[src/rtl/m_arb3.sv]
// Three-sink, one-source merging arbiter: each valid-only sink feeds a small FIFO,
// and a round-robin arbiter drains one FIFO head per cycle into a registered output.
module m_arb3 #(
    parameter int WORD_BITS  = 32,
    parameter int FIFO_DEPTH = 4
) (
    input  logic                 clk,
    input  logic                 rst,
    input  logic [WORD_BITS-1:0] iSnk0Data,
    input  logic                 iSnk0Valid,
    input  logic [WORD_BITS-1:0] iSnk1Data,
    input  logic                 iSnk1Valid,
    input  logic [WORD_BITS-1:0] iSnk2Data,
    input  logic                 iSnk2Valid,
    output logic [WORD_BITS-1:0] oSrc0Data,
    output logic                 oSrc0Valid
);

    localparam int AW = $clog2(FIFO_DEPTH);
    localparam logic [AW:0] FULL_COUNT = (AW + 1)'(FIFO_DEPTH);

    logic [WORD_BITS-1:0] snkData [3];
    logic [2:0]           snkValid;

    logic [WORD_BITS-1:0] mem [3][FIFO_DEPTH];
    logic [AW-1:0]        wrPtr [3];
    logic [AW-1:0]        rdPtr [3];
    logic [AW:0]          count [3];

    logic [1:0] lastGrant;
    logic [1:0] grantIdx;
    logic       grantValid;
    logic [1:0] cand0, cand1, cand2;
    logic [2:0] notEmpty;
    logic [2:0] push;
    logic [2:0] pop;

    assign snkData[0] = iSnk0Data;
    assign snkData[1] = iSnk1Data;
    assign snkData[2] = iSnk2Data;
    assign snkValid   = {iSnk2Valid, iSnk1Valid, iSnk0Valid};

    function automatic logic [1:0] nextIdx(input logic [1:0] idx);
        return (idx == 2'd2) ? 2'd0 : idx + 2'd1;
    endfunction

    // Round-robin pick over FIFO occupancy as it stood before this edge's writes.
    always_comb begin
        grantValid = 1'b0;
        grantIdx   = lastGrant;
        cand0      = nextIdx(lastGrant);
        cand1      = nextIdx(cand0);
        cand2      = nextIdx(cand1);
        for (int i = 0; i < 3; i++) begin
            notEmpty[i] = (count[i] != '0);
        end
        if (notEmpty[cand0]) begin
            grantValid = 1'b1;
            grantIdx   = cand0;
        end else if (notEmpty[cand1]) begin
            grantValid = 1'b1;
            grantIdx   = cand1;
        end else if (notEmpty[cand2]) begin
            grantValid = 1'b1;
            grantIdx   = cand2;
        end
    end

    // A full FIFO still accepts a word when its head leaves in the same cycle.
    always_comb begin
        for (int i = 0; i < 3; i++) begin
            pop[i]  = grantValid && (grantIdx == 2'(i));
            push[i] = snkValid[i] && ((count[i] != FULL_COUNT) || pop[i]);
        end
    end

    always_ff @(posedge clk) begin
        for (int i = 0; i < 3; i++) begin
            if (!rst && push[i]) begin
                mem[i][wrPtr[i]] <= snkData[i];
            end
        end
    end

    always_ff @(posedge clk) begin
        if (rst) begin
            for (int i = 0; i < 3; i++) begin
                wrPtr[i] <= '0;
                rdPtr[i] <= '0;
                count[i] <= '0;
            end
        end else begin
            for (int i = 0; i < 3; i++) begin
                if (push[i]) begin
                    wrPtr[i] <= wrPtr[i] + 1'b1;
                end
                if (pop[i]) begin
                    rdPtr[i] <= rdPtr[i] + 1'b1;
                end
                count[i] <= count[i] + {{AW{1'b0}}, push[i]} - {{AW{1'b0}}, pop[i]};
            end
        end
    end

    // Last grant resets to 2 so that sink 0 is searched first.
    always_ff @(posedge clk) begin
        if (rst) begin
            lastGrant  <= 2'd2;
            oSrc0Valid <= 1'b0;
            oSrc0Data  <= '0;
        end else if (grantValid) begin
            lastGrant  <= grantIdx;
            oSrc0Valid <= 1'b1;
            oSrc0Data  <= mem[grantIdx][rdPtr[grantIdx]];
        end else begin
            oSrc0Valid <= 1'b0;
        end
    end

endmodule

[config.mk]
export PLATFORM = sky130hd
export DESIGN_NAME = m_arb3
export DESIGN_NICKNAME = d
export VERILOG_FILES = /design/src/rtl/m_arb3.sv
export SDC_FILE = /design/constraint.sdc
export NUM_CORES = 1
export LEC_CHECK = 0
export CORE_MARGIN = 2
export CORE_UTILIZATION = 30
export DETAILED_ROUTE_END_ITERATION = 10
export HOLD_SLACK_MARGIN = 0.1
export MAX_ROUTING_LAYER = met4
export SLEW_MARGIN = 10
export SYNTH_ARGS = -nofsm -noshare
export SYNTH_HDL_FRONTEND = slang
export SYNTH_SLANG_ARGS = --single-unit
[constraint.sdc]
create_clock -name clk -period 3.9 [get_ports clk]
set_clock_uncertainty 0.05 [all_clocks]
set_input_delay 0.78 -clock clk [delete_from_list [all_inputs] [get_ports clk]]
set_output_delay 0.78 -clock clk [all_outputs]
set_load 0.02 [all_outputs]
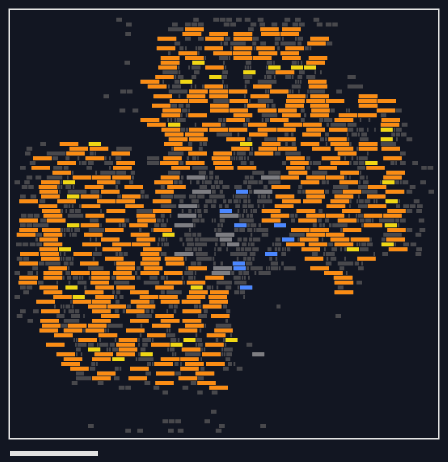
**Above:** sequential cells grouped by signal name.
Scale bar: 50 µm.
- `mem`: orange (flops 384)
- `count`: blue (flops 9; where middle)
- `oSrc0Data`: yellow (flops 32; where all over the die)
- not coloured: 15

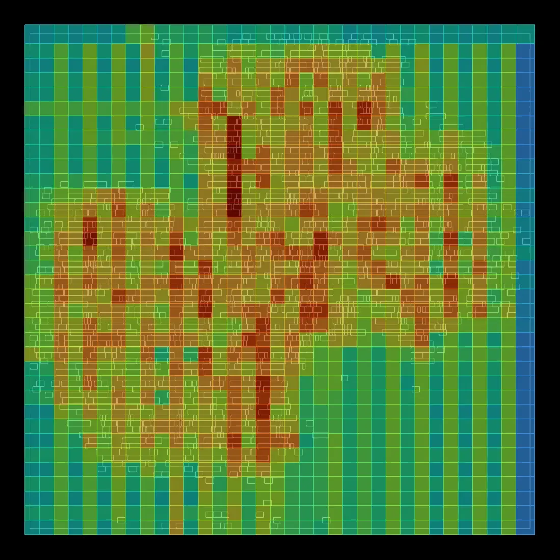
**Above:** congestion heat map.
M3 GR Usage: 0.0247
met2 usage: 0.257

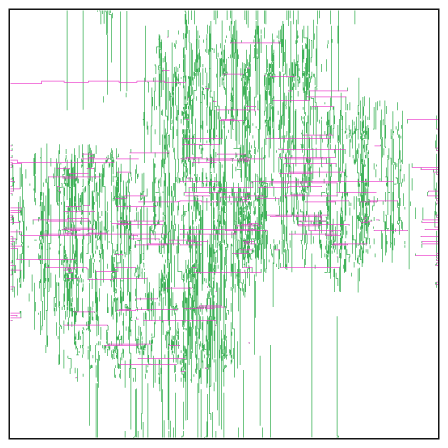
**Above:** signal wires by layer.
Only two layers are drawn.
- met2: green (wire length 22.2 mm)
- met3: magenta (wire length 2,950 µm)
Detailed Route WL: 47,000 µm
Routed WL per cell: 22.7 µm

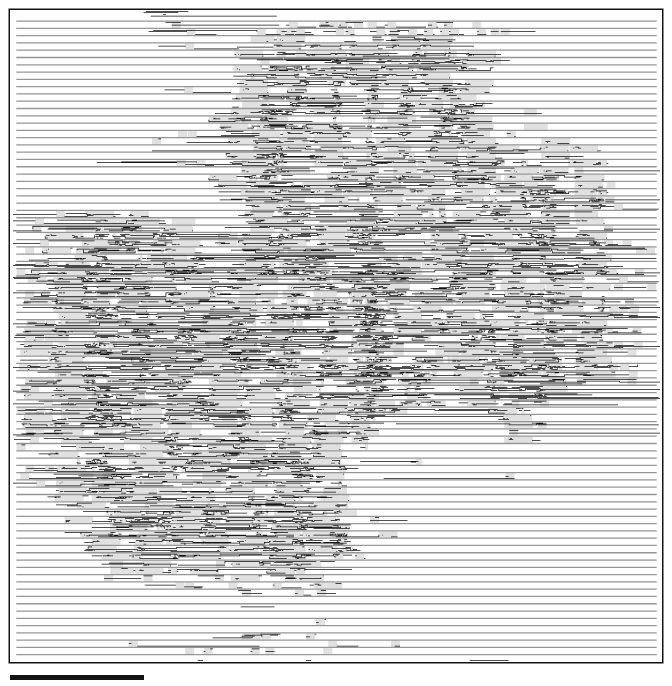
**Above:** metal 1.
Scale bar: 50 µm. Supply wires on this layer in grey. Cells faint in the background.
- wire length on this layer: 21.1 mm
- nets with wire on the layer: 1,305
- share of all routed wire: 45%

==> impl_metrics.ini <==
; flow metrics
[outcome]
status = finished, final reports clean

[power]
p_int_mw = 11.1
p_clk_frac = 0.249
leakagePower_nw = 7.14

[floorplan]
die_h_um = 244
core_um2 = 56600
nWellTaps = 756

[synthesis]
synth-simple-area-share = 0.0821
syn_area_um2 = 17200
ys_cells = 1136

[route]
drtPass1Iterations = 5
routedLengthMet1_um = 21100
drc = 0

[finish]
nClkBuffers = 65
fillers = 5323
syn_to_final_growth_pct = 23.5
ff_latch_area_um2 = 12800
layout.comb_gates.multi_input = 603

[global_routing]
grt_max_degree = 131
antenna_found_initial = 2
grt_busiest_layer = met2

[hold_path]
hold_path_class = flip-flop to flip-flop

[final_timing]
tightest_slew_ns = 1.24
hold_viol_final = 0
fin_hold_ws_ns = 0.531
min_period_ns = 3.36

[worst_setup_path]
worstReg2RegStart = count[0][1]
cp_cell_sequence = nor3_1 > nand3_1 > and4_2 > nor3_4 > buf_12 > a311oi_1 > o311a_1
crit_start = count[0][1]
cp.depth = 7

[job]
warnings = 38
drv_cap = 0

[place]
io_buffers = 133
